==> src/rtl/decoder_iter_ctrl.sv <==
// Purpose : iteration sequencer for the unrolled min-sum decoder; owns LLR/message registers and iteration count.
// Latency : N_ITER cycles from codeword accept to out_valid (fewer with ITER_EARLY_STOP_EN on convergence).
// Backpressure: one codeword in flight; in_ready low in RUN/DONE, DONE holds results until out_ready.
//
// Optional feature macro: ITER_EARLY_STOP_EN -- stop iterating once the layer output equals the
// stored messages (after at least one iteration). Undefined: always exactly N_ITER iterations.
//
// Ports:
//   clk, rst                    sole clock, synchronous active-high reset
//   in_valid/in_ready/in_llrs   codeword input handshake (LLRs sampled on accept)
//   layer_bias_idx/llrs/prev    drive the external combinational layer
//   layer_proc                  layer result, stored verbatim each RUN cycle
//   out_valid/out_ready         result handshake; out_proc_elem/out_iters are the results
//   busy                        high while a codeword occupies the controller

`ifndef INT_SIZE
`define INT_SIZE 32
`endif

module decoder_iter_ctrl #(
    parameter int WIDTH  = 8,
    parameter int N_V    = 16,
    parameter int E      = 48,
    parameter int N_ITER = 5,
    parameter int CNT_W  = $clog2(N_ITER + 1)
) (
    input  logic                 clk,
    input  logic                 rst,
    input  logic                 in_valid,
    output logic                 in_ready,
    input  logic [WIDTH*N_V-1:0] in_llrs,
    output logic [`INT_SIZE-1:0] layer_bias_idx,
    output logic [WIDTH*N_V-1:0] layer_llrs,
    output logic [WIDTH*E-1:0]   layer_prev,
    input  logic [WIDTH*E-1:0]   layer_proc,
    output logic                 out_valid,
    input  logic                 out_ready,
    output logic [WIDTH*E-1:0]   out_proc_elem,
    output logic [CNT_W-1:0]     out_iters,
    output logic                 busy
);

    localparam int BIAS_W = `INT_SIZE;
    localparam logic [CNT_W-1:0] LAST_ITER = CNT_W'(N_ITER - 1);

    typedef enum logic [1:0] {
        IDLE = 2'd0,
        RUN  = 2'd1,
        DONE = 2'd2
    } state_t;

    state_t               state_q;
    state_t               state_d;
    logic [WIDTH*N_V-1:0] llr_q;
    logic [WIDTH*E-1:0]   msg_q;
    logic [CNT_W-1:0]     iter_q;
    logic                 converged;

`ifdef ITER_EARLY_STOP_EN
    // The first iteration always runs from an all-zero message set, so a
    // match there says nothing about convergence; require iter_q >= 1.
    assign converged = (state_q == RUN) && (iter_q != '0) && (layer_proc == msg_q);
`else
    assign converged = 1'b0;
`endif

    // State register plus the datapath registers it sequences.
    always_ff @(posedge clk) begin
        if (rst) begin
            state_q <= IDLE;
            llr_q   <= '0;
            msg_q   <= '0;
            iter_q  <= '0;
        end else begin
            state_q <= state_d;
            case (state_q)
                IDLE: begin
                    if (in_valid) begin
                        llr_q  <= in_llrs;
                        msg_q  <= '0;
                        iter_q <= '0;
                    end
                end
                RUN: begin
                    // On convergence the layer output already equals msg_q.
                    if (!converged) begin
                        msg_q <= layer_proc;
                    end
                    iter_q <= iter_q + CNT_W'(1);
                end
                default: begin
                    // DONE: results hold until the next accept.
                end
            endcase
        end
    end

    // Next-state logic.
    always_comb begin
        state_d = state_q;
        case (state_q)
            IDLE: begin
                if (in_valid) begin
                    state_d = RUN;
                end
            end
            RUN: begin
                if ((iter_q == LAST_ITER) || converged) begin
                    state_d = DONE;
                end
            end
            DONE: begin
                if (out_ready) begin
                    state_d = IDLE;
                end
            end
            default: state_d = IDLE;
        endcase
    end

    // Moore outputs: handshake flags depend on registered state only.
    always_comb begin
        in_ready  = 1'b0;
        out_valid = 1'b0;
        busy      = 1'b0;
        case (state_q)
            IDLE:    in_ready = 1'b1;
            RUN:     busy = 1'b1;
            DONE: begin
                out_valid = 1'b1;
                busy      = 1'b1;
            end
            default: in_ready = 1'b0;
        endcase
    end

    assign layer_bias_idx = BIAS_W'(iter_q);
    assign layer_llrs     = llr_q;
    assign layer_prev     = msg_q;
    assign out_proc_elem  = msg_q;
    assign out_iters      = iter_q;

endmodule

==> config.mk <==
export PLATFORM = sky130hd
export DESIGN_NAME = decoder_iter_ctrl
export DESIGN_NICKNAME = d
export VERILOG_FILES = /design/src/rtl/decoder_iter_ctrl.sv
export SDC_FILE = /design/constraint.sdc
export NUM_CORES = 1
export LEC_CHECK = 0
export CAP_MARGIN = 20
export CORE_AREA = 10 10 563 565
export DETAILED_ROUTE_END_ITERATION = 10
export DIE_AREA = 0 0 573 575
export PLACE_DENSITY = 0.33
export SLEW_MARGIN = 10
export SYNTH_ARGS = -nofsm -noshare
export SYNTH_HDL_FRONTEND = slang
export SYNTH_SLANG_ARGS = --single-unit
==> constraint.sdc <==
create_clock -name clk -period 4.1 [get_ports clk]
set_input_delay 0.615 -clock clk [delete_from_list [all_inputs] [get_ports clk]]
set_output_delay 0.615 -clock clk [all_outputs]
set_load 0.01 [all_outputs]
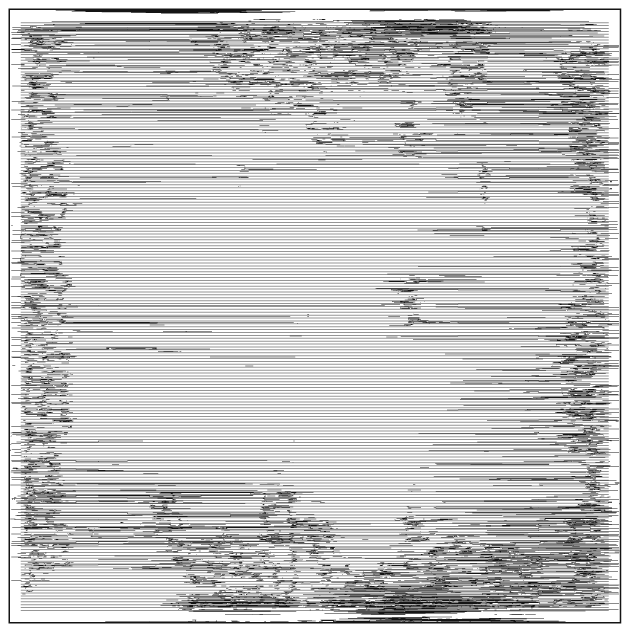
run_1/met1.png
Supply wires on this layer in grey.
main direction: horizontal
nets with wire on the layer: 3483
longest straight run: 269 um
share of all routed wire: 38%

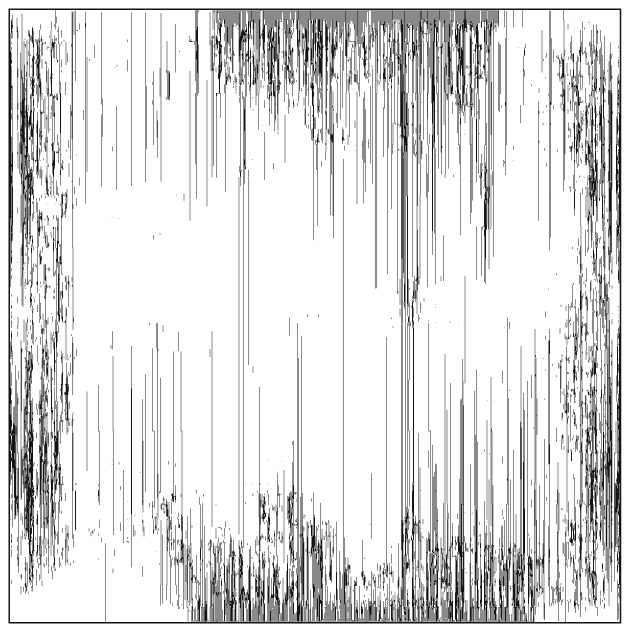
run_1/met2.png
wire length on this layer: 100 mm
nets with wire on the layer: 3312
share of all routed wire: 43%
main direction: vertical
longest straight run: 498 um

==> reports/metrics.cfg, run 1 <==
[pwr]
p_int_mw = 13.8
pwr_density_cell_nw_per_um2 = 589
total_power_mw = 23.5
p_comb_share_pct = 41.3
power_leader = combinational cells
power_sequential_mw = 6.87
vdd_drop_max_mv = 0.273
powerComb_mw = 9.68

[global_route]
grt_pass1_wl_mm = 290

[placement]
dp.cells = 7325
gp_congestion = 0.851
dp_hpwl_mm = 201
place_area_um2 = 37200

[critical_path]
crit_path_max_incr_delay_ps = 740
criticalPathCategory = reg -> out
crit_chain = inv_1, ha_1, clkdlybuf4s50_1
critPathLaunchType = flip-flop
end_kind = output port
worstPathMaxFanout = 7

[floorplan]
die_x_um = 573
fp_util_pct = 7.00
ios = 1450
fp.coreArea_um2 = 305000

[clock_network]
clk_pin_slew_worst_paths_ps = 50
cts_root_buf = clkbuf_16
clock_sink_count = 517
worstSkewPairLatency_ps = 780
htreeDepth = 3
post_cts_buffers = 0
cts_resized = 0
cts_made_buffers = 80

[logic_synthesis]
synth.largest_area_cell = dfxtp_1
edf_count = 0
ys_warn_count = 0
ys_sh_aoi_pct = 18.9
syn_area_um2 = 21300
async_flop_share_pct = 0
syn_area_per_cell_um2 = 9.14
topCellsByArea = dfxtp_1 (48%), a32oi_1 (16%), buf_4 (15%)
ys_area_um2 = 21300
ys.flops = 517
synth.top_cell.area_share_pct = 48.5

[drt]
drt_first_pass_iters = 5
postRouteAntennaNets = 0
vias_per_cell = 3.02
wire_per_inst_um = 31.3

[final_timing]
finalCriticalPeriod_ps = 3080
slew_violations = 0
relSlewSlack_pct = 31.8
holdWs_ps = 364
fin_ws_ps = 1020
finalHoldViolCount = 0

[job]
maxCapViolations = 0

[final_layout]
logic_gate_count = 1210
buffer_area_share_pct = 37.6
num-nonclk-inverters = 6
clk_share_pct = 6.34
layout-drive-gt1-share_pct = 5.68
seq_area_um2 = 10300
flops = 517
seq_share_pct = 26.0

[status]
status = finished clean

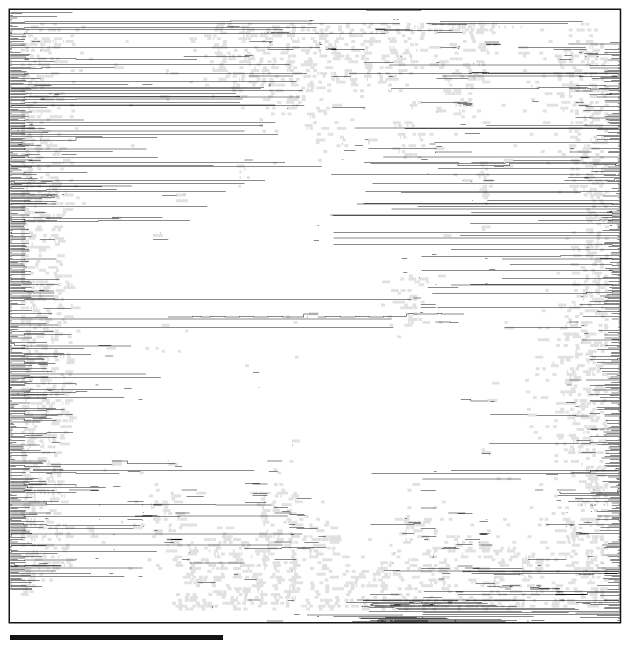
run_1/met3.png
Scale bar: 200 um. Cells faint in the background.
nets with wire on the layer: 932
share of all routed wire: 17%
main direction: horizontal
wire length on this layer: 39.1 mm
longest straight run: 366 um
M3 GR Usage: 10.1%
DR vias: 22600
DRT Wirelength: 234 mm

==> run 1: kinds of logic after synthesis <==
| logic type | Yosys count |
|---|---|
| other | 1 |
| multiplexers | 3 |
| AND-OR/OR-AND | 517 |
| buffers and inverters | 636 |
| AND/OR/NAND/NOR | 655 |
| adder cells (fa/ha/maj) | 6 |
| flip-flops | 517 |
==> run 1: path summary, 6_finish.rpt <==
| check | cells after the start | to | from | slack [ps] |
|---|---|---|---|---|
| setup / recovery | 3 | in_ready | state_q[1] | 1020 |
| hold reg to reg | 2 | layer_llrs[97] | layer_llrs[97] | 450 |
| hold / removal | 2 | layer_prev[146] | rst | 360 |
| setup reg to reg | 7 | layer_prev[221] | state_q[1] | 1500 |
==> run 1: cells in the final DEF, fill, tap and decap left out, types with 2 or more instances in the layout <==
cell type	n
clkdlybuf4s50_1	1418
dfxtp_1	517
a32oi_1	385
nor2_1	385
nand2_1	258
a21oi_1	130
clkbuf_16	82
buf_4	57
conb_1	29
diode_2	26
clkbuf_1	23
buf_12	16
clkbuf_8	13
clkinv_2	7
inv_1	6
nand2b_1	5
ha_1	5
clkinv_4	4
bufinv_16	3
mux2i_1	2
nor2b_1	2
==> run 1: registers in the layout, indices dropped and copies added, names as in the netlist <==
register and count:
state_q 2, layer_llrs 128, layer_prev 384, out_iters 3
==> run 1: worst max-delay path, delay by kind of cell (launching register included) <==
| family | cells | cell delay [ps] |
|---|---|---|
| buffers and inverters | 2 | 870 |
| adders and majority gates | 1 | 510 |
| DFF | 1 | 330 |
==> run 1: per-layer routing <==
layer	GRT usage [%]	share of wire [%]	vias up
li1	-	-	9805
met1	14.9	38	11100
met2	20.6	43	1352
met3	10.1	17	256
met4	2.66	2.1	86
met5	0	0.25	-
--- run 2 (diff from run 1) ---
CORE_AREA = 10 10 552 554   (was 10 10 563 565)
DIE_AREA = 0 0 562 564   (was 0 0 573 575)
PLACE_DENSITY = 0.34   (was 0.33)
clock period = 3.2 ns   (was 4.1 ns; I/O delays follow)
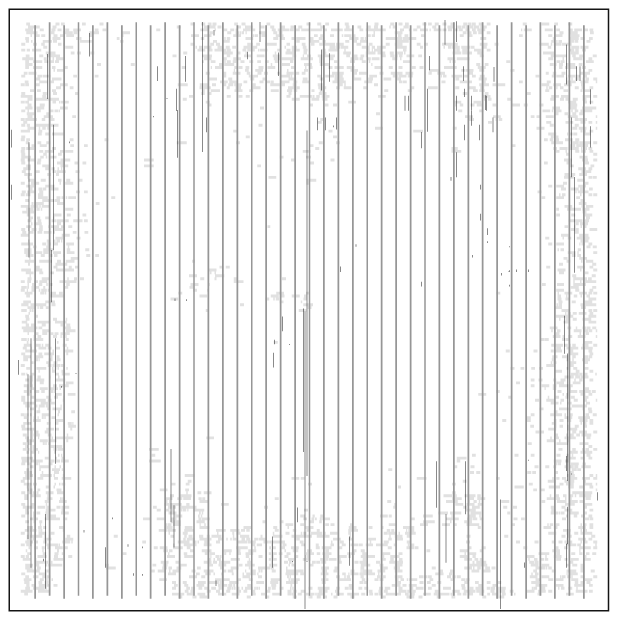
run_2/met4.png
Supply wires on this layer in grey. Cells faint in the background.
wire length on this layer: 3400 um
share of all routed wire: 1.5%
main direction: vertical
longest straight run: 324 um
DRT Wirelength: 222 mm
DR vias: 22600

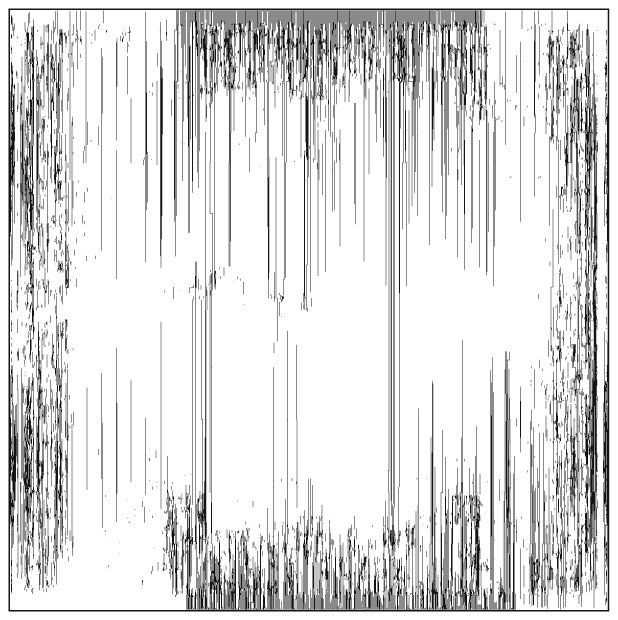
run_2/met2.png
share of all routed wire: 44%
wire length on this layer: 97.6 mm

==> reports/metrics.cfg, run 2 <==
[status]
status = finished clean  ; unchanged

[final_timing]
slew_violations = 0  ; unchanged
finalHoldViolCount = 0  ; unchanged
fmaxAchievable_mhz = 350
relSlewSlack_pct = 36.5  ; was 31.8%
tightest_slew_ps = 953  ; was 1020 ps
finalCriticalPeriod_ps = 2850
tns_ps = 0  ; unchanged

[logic_synthesis]
synthTopCellsByCount = dfxtp_1 (517), buf_4 (416), a32oi_1 (385), nor2_1 (385), nand2_1 (259)  ; unchanged
synth.top_cell.area_share_pct = 48.5  ; unchanged
synth.largest_area_cell = dfxtp_1  ; unchanged
ys_area_um2 = 21300  ; unchanged
ys_seq_share_pct = 48.5  ; unchanged
async_flop_share_pct = 0  ; unchanged
synthMuxAreaShare_pct = 0.199  ; unchanged
edf_count = 0  ; unchanged
syn_inst = 2335  ; unchanged
topCellsByArea = dfxtp_1 (48%), a32oi_1 (16%), buf_4 (15%)  ; unchanged
synthFlopType = dfxtp_1  ; unchanged
ys_warn_count = 0  ; unchanged
synth_cell_types = 21  ; unchanged
ys_sh_aoi_pct = 18.9  ; unchanged
yosys_cells = 2335  ; unchanged
ys_sh_adder_pct = 0.352  ; unchanged
ys.flops = 517  ; unchanged
top_logic_kind = buffers and inverters  ; unchanged
xor_area_share_pct = 0  ; unchanged
syn_area_um2 = 21300  ; unchanged
syn_area_per_cell_um2 = 9.14  ; unchanged

[pwr]
total_power_mw = 29.7  ; was 23.5 mW
power.leakage_nw = 12.8  ; about the same
pwr_density_cell_nw_per_um2 = 750  ; was 589 nW/um^2
vdd_drop_max_mv = 0.375  ; was 0.273 mV

[critical_path]
crit_path_max_incr_delay_ps = 690  ; was 740 ps
cp_top_family = buffers and inverters  ; unchanged
worstPathMaxFanout = 7  ; unchanged
critPathLaunchType = flip-flop  ; unchanged
crit_chain = inv_1, ha_1, clkdlybuf4s50_1  ; unchanged
path_buffers = 2  ; unchanged
criticalPathCategory = reg -> out  ; unchanged
end_kind = output port  ; unchanged
worst_path_max_delay_cell = clkdlybuf4s50_1  ; unchanged

[global_route]
grt.total_usage_pct = 13.1  ; was 13.4%
overflow = 0  ; unchanged
grt_pass1_wl_mm = 273  ; was 290 mm
grt_start_max_net_pins = 132  ; was 112
antenna_found_initial = 89  ; was 120

[floorplan]
fp.dieH_um = 564  ; was 575 um
fp_util_pct = 7.28  ; was 7.00%
die_x_um = 562  ; was 573 um
fp-row-count = 199  ; was 203
ios = 1450  ; unchanged
fp.coreArea_um2 = 293000  ; was 305000 um^2
die_area_um2 = 317000  ; was 329000 um^2

[final_layout]
seq_area_um2 = 10300  ; unchanged
final_cell_mix = clkdlybuf4s50_1 (1414), dfxtp_1 (517), a32oi_1 (385), nor2_1 (385), nand2_1 (258)  ; was clkdlybuf4s50_1 (1418), dfxtp_1 (517), a32oi_1 (385), nor2_1 (385), nand2_1 (258)
layout-drive-gt1-share_pct = 5.86  ; was 5.68%
final_cells = 7295  ; was 7486
lay_top_count = clkdlybuf4s50_1  ; unchanged
syn_to_final_growth_pct = 85.5  ; was 86.6%
largest_reg_flops = 384  ; unchanged

[drt]
drt_first_pass_iters = 5  ; unchanged
wire_per_inst_um = 30.4  ; was 31.3 um
wl_met3_mm = 34.6  ; was 39.1 mm
postRouteAntennaNets = 0  ; unchanged
wl_met2_mm = 97.6  ; was 100 mm
drt_iter0_markers = 1839  ; was 1583
drc = 0  ; unchanged
vias_per_cell = 3.09  ; was 3.02
wl_met1_mm = 85.6  ; was 89.2 mm
highest_layer = met5  ; unchanged

[worst_hold_path]
holdCritPathClass = in -> reg  ; unchanged

[job]
warnings = 35  ; was 43
maxCapViolations = 0  ; unchanged

[clock_network]
worstSkewPairLatency_ps = 780  ; about the same
cts_made_buffers = 76  ; was 80
post_cts_buffers = 0  ; unchanged
cts_resized = 0  ; unchanged
htreeDepth = 3  ; unchanged
cts_max_path_buffers = 4  ; unchanged
clock_sink_count = 517  ; unchanged
cts_root_buf = clkbuf_16  ; unchanged
clk_pin_slew_worst_paths_ps = 60  ; was 50 ps
cts_tree = done  ; unchanged

[placement]
dp.cells = 7150  ; was 7325
gp_congestion = 0.853  ; was 0.851
dp_hpwl_mm = 189  ; was 201 mm

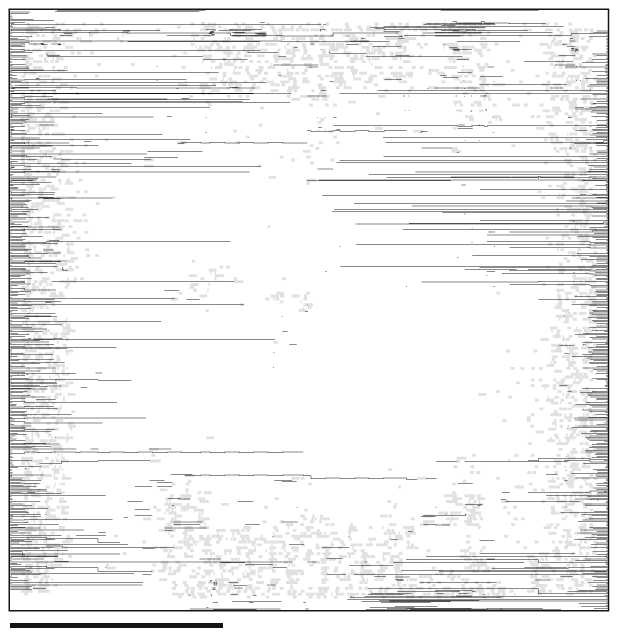
run_2/met3.png
Scale bar: 200 um. Cells faint in the background.
main direction: horizontal
wire length on this layer: 34.6 mm
nets with wire on the layer: 943
longest straight run: 291 um

[run 2: cell counts after synthesis]
Identical to the previous run, type by type.
[run 2: logic make-up after synthesis]
family | Yosys count
multiplexers | 3
flip-flops | 517
AND-OR/OR-AND | 517
other | 1
buffers and inverters | 636
AND/OR/NAND/NOR | 655
adder cells (fa/ha/maj) | 6
[run 2: routing by layer]
layer	GRT usage [%]	up-vias
met1	14.9	11100
li1	-	9775
met4	1.92	66
met2	20.5	1373
met3	9.22	240
met5	0	-
[run 2: report_power, final]
part | total, mW | internal, mW | switching [mW]
logic | 12.3 | 5.03 | 7.31
registers | 8.78 | 7.51 | 1.27
clock network | 8.57 | 5.03 | 3.54
[run 2: final cells by class]
class	instances	share of cell area [%]
Antenna cell	16	0.101
Clock buffer	110	5.48
Clock inverter	19	0.654
Inverter	6	0.0569
Multi-Input combinational cell	1210	17.1
Sequential cell	517	26.1
Tap cell	3919	12.4
Timing Repair Buffer	1498	38.1
[run 2: path summary, 6_finish.rpt]
kind | start | endpoint | slack [ps] | cells past startpoint
max | state_q[1] | in_ready | 350 | 3
min | rst | layer_prev[229] | 210 | 2
max reg2reg | state_q[1] | layer_prev[104] | 750 | 7
min reg2reg | layer_llrs[103] | layer_llrs[103] | 450 | 2
[run 2: worst reg2reg max path, stage by stage (launching register included)]
cell	delay, ps
dfxtp_1	320
inv_1	130
ha_1	450
mux2i_4	430
buf_12	210
buf_4	550
a32oi_1	130
nor2_1	120
[run 2: through the flow]
step                      util [%]  hold slack [ps]  instance area, um^2  setup slack (ps)
after global routing          13.5              179                39600               191
after detailed placement      12.7              448                37100               614
after CTS                     13.5              138                39600               242
after global placement        12.7              442                37100               622
final                         13.5              208                39600               346
after floorplan                  -              466                21400              1540
--- run 3 (diff from run 2) ---
CTS_CLUSTER_DIAMETER = 150   (was unset)
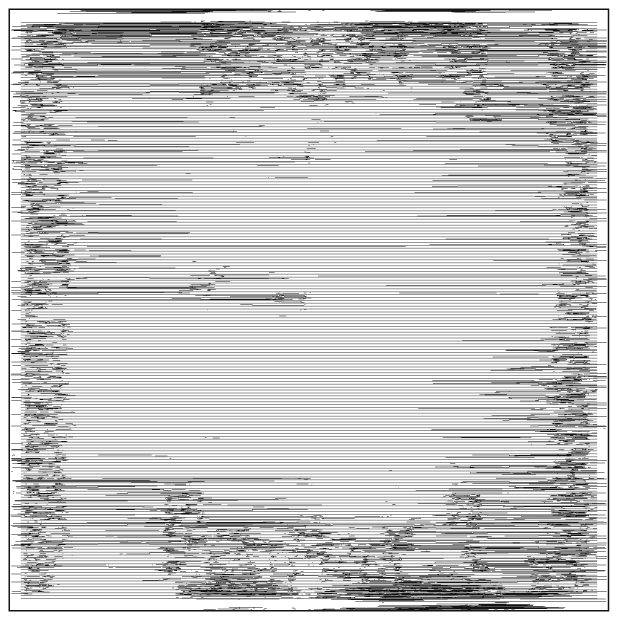
run_3/met1.png
Supply wires on this layer in grey.
wire length on this layer: 85.4 mm
share of all routed wire: 39%
main direction: horizontal
DR vias: 22600
DRT Wirelength: 221 mm
GR Util met1: 14.9%

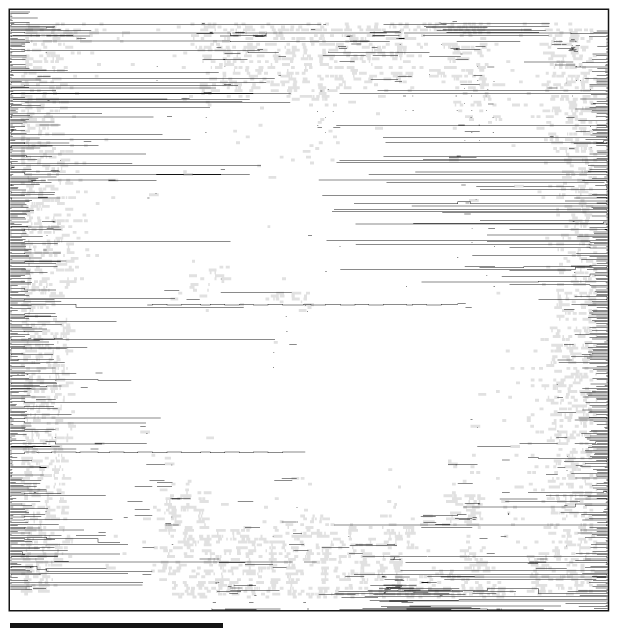
run_3/met3.png
Scale bar: 200 um. Cells faint in the background.
wire length on this layer: 33.9 mm
nets with wire on the layer: 936
longest straight run: 291 um
main direction: horizontal
share of all routed wire: 15%
M3 GR Usage: 8.89%

==> reports/metrics.cfg, run 3 <==
[final_timing]
fmaxAchievable_mhz = 359  ; was 350 MHz
relSlewSlack_pct = 36.6  ; was 36.5%
slew_violations = 0  ; unchanged
tightest_slew_ps = 951  ; was 953 ps
tns_ps = 0  ; unchanged

[logic_synthesis]
syn_inst = 2335  ; unchanged
synth.largest_area_cell = dfxtp_1  ; unchanged
syn_area_um2 = 21300  ; unchanged
synthTopCellsByCount = dfxtp_1 (517), buf_4 (416), a32oi_1 (385), nor2_1 (385), nand2_1 (259)  ; unchanged
edf_count = 0  ; unchanged
synth.top_cell.area_share_pct = 48.5  ; unchanged
async_flop_share_pct = 0  ; unchanged
ys_warn_count = 0  ; unchanged

[clock_network]
post_cts_buffers = 0  ; unchanged
htreeDepth = 3  ; unchanged
clock_sink_count = 517  ; unchanged
cts_max_path_buffers = 4  ; unchanged
clk_pin_slew_worst_paths_ps = 60  ; about the same
cts_resized = 0  ; unchanged
cts_tree = done  ; unchanged
worstSkewPairLatency_ps = 760  ; was 780 ps
cts_root_buf = clkbuf_16  ; unchanged

[floorplan]
die_x_um = 562  ; unchanged
fp.coreArea_um2 = 293000  ; unchanged
ios = 1450  ; unchanged

[pwr]
swShare_pct = 40.2  ; was 40.8%
clockPowerShare_pct = 29.2  ; was 28.9%
seqPwrFrac_pct = 29.5  ; was 29.6%
vdd_drop_max_mv = 0.357  ; was 0.375 mV
pwr_density_cell_nw_per_um2 = 751  ; was 750 nW/um^2
p_int_mw = 17.8  ; was 17.6 mW

[drt]
drc = 0  ; unchanged
drt_iter0_markers = 1685  ; was 1839
drt_first_pass_iters = 5  ; unchanged
wire_per_inst_um = 30.3  ; was 30.4 um

[critical_path]
critPathLaunchType = flip-flop  ; unchanged
worst_path_max_delay_cell = clkdlybuf4s50_1  ; unchanged
worstPathMaxFanout = 7  ; unchanged
reg2reg_depth = 7  ; unchanged
reg2reg_to = layer_prev[261]  ; was layer_prev[104]
criticalPathCategory = reg -> out  ; unchanged
timing.rr.start = state_q[1]  ; unchanged
crit_path_end = in_ready  ; unchanged
cp-startpoint = state_q[1]  ; unchanged
cp_top_family = buffers and inverters  ; unchanged

[job]
warnings = 35  ; unchanged
maxCapViolations = 0  ; unchanged

[placement]
place_area_um2 = 37100  ; unchanged
gp_congestion = 0.853  ; unchanged

[final_layout]
final_cell_mix = clkdlybuf4s50_1 (1414), dfxtp_1 (517), a32oi_1 (385), nor2_1 (385), nand2_1 (258)  ; unchanged
final_area_um2 = 39700  ; was 39600 um^2
layout-drive-gt1-share_pct = 5.98  ; was 5.86%
largest_reg_flops = 384  ; unchanged

[global_route]
overflow = 0  ; unchanged
grt_start_max_net_pins = 132  ; unchanged
antenna_found_initial = 88  ; was 89

[worst_hold_path]
holdCritPathClass = in -> reg  ; unchanged
hold-path-cell-count = 2  ; unchanged
min_from = rst  ; unchanged

[status]
status = finished clean  ; unchanged

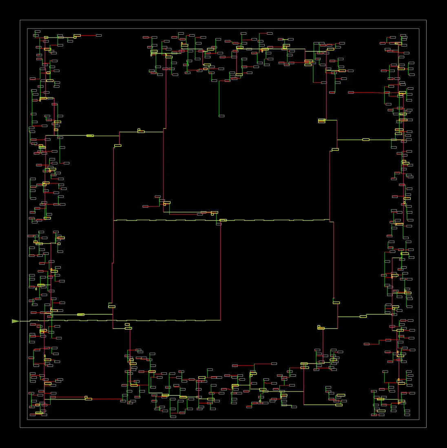
run_3/final_clocks.png
total CTS buffers: 77
flip-flops: 517
Worst Skew: 33.0 ps

==> run 3: cell counts after synthesis <==
Identical to the previous run, type by type.
==> run 3: cell type report <==
class,instances,area (um^2),area share (%)
clock buffers,108,2190,5.53
repair buffers,1498,15100,38.0
flip-flops and latches,517,10300,26.1
well taps,3919,4900,12.4
inverters,6,22.5,0.0568
multi-input cells,1210,6780,17.1
diodes,16,40.0,0.101
clock inverters,21,299,0.754
==> run 3: kinds of logic (layout without fill, tap and decap cells) <==
group / count (synthesis) / in the layout / synth area share [%]
other: 1 / 45 / 0.0176
flip-flops: 517 / 517 / 48.5
AND-OR/OR-AND: 517 / 517 / 18.9
adder cells (fa/ha/maj): 6 / 6 / 0.352
multiplexers: 3 / 3 / 0.199
AND/OR/NAND/NOR: 655 / 655 / 11.6
buffers and inverters: 636 / 1633 / 20.4
==> run 3: per-stage QoR <==
step           hold slack (ps)  instances  util (%)  total power, mW
6_report                   235       7295      13.5             29.8
5_1_grt                    222       7281      13.5             31.3
4_1_cts                    149       7279      13.5             30.6
3_5_place_dp               448       7150      12.7             21.5
3_3_place_gp               442       7150      12.7             21.5
2_1_floorplan              466       2363         -             14.1
==> run 3: layer usage <==
| layer | routed length (um) | vias up | track usage (%) |
|---|---|---|---|
| li1 | - | 9772 | - |
| met1 | 85400 | 11100 | 14.9 |
| met2 | 97700 | 1356 | 20.5 |
| met3 | 33900 | 243 | 8.89 |
| met4 | 3620 | 66 | 2.13 |
| met5 | 453 | - | 0 |
==> run 3: power by group through the flow <==
stage | registers (mW) | clock network, mW | logic [mW]
global route | 8.91 | 9.28 | 13.1
CTS | 8.81 | 9.14 | 12.6
global placement | 8.89 | 0 | 12.6
detailed placement | 8.91 | 0 | 12.6
finish | 8.78 | 8.69 | 12.3
floorplan | 8.80 | 0 | 5.26
Power is estimated from default activity; no workload was simulated.
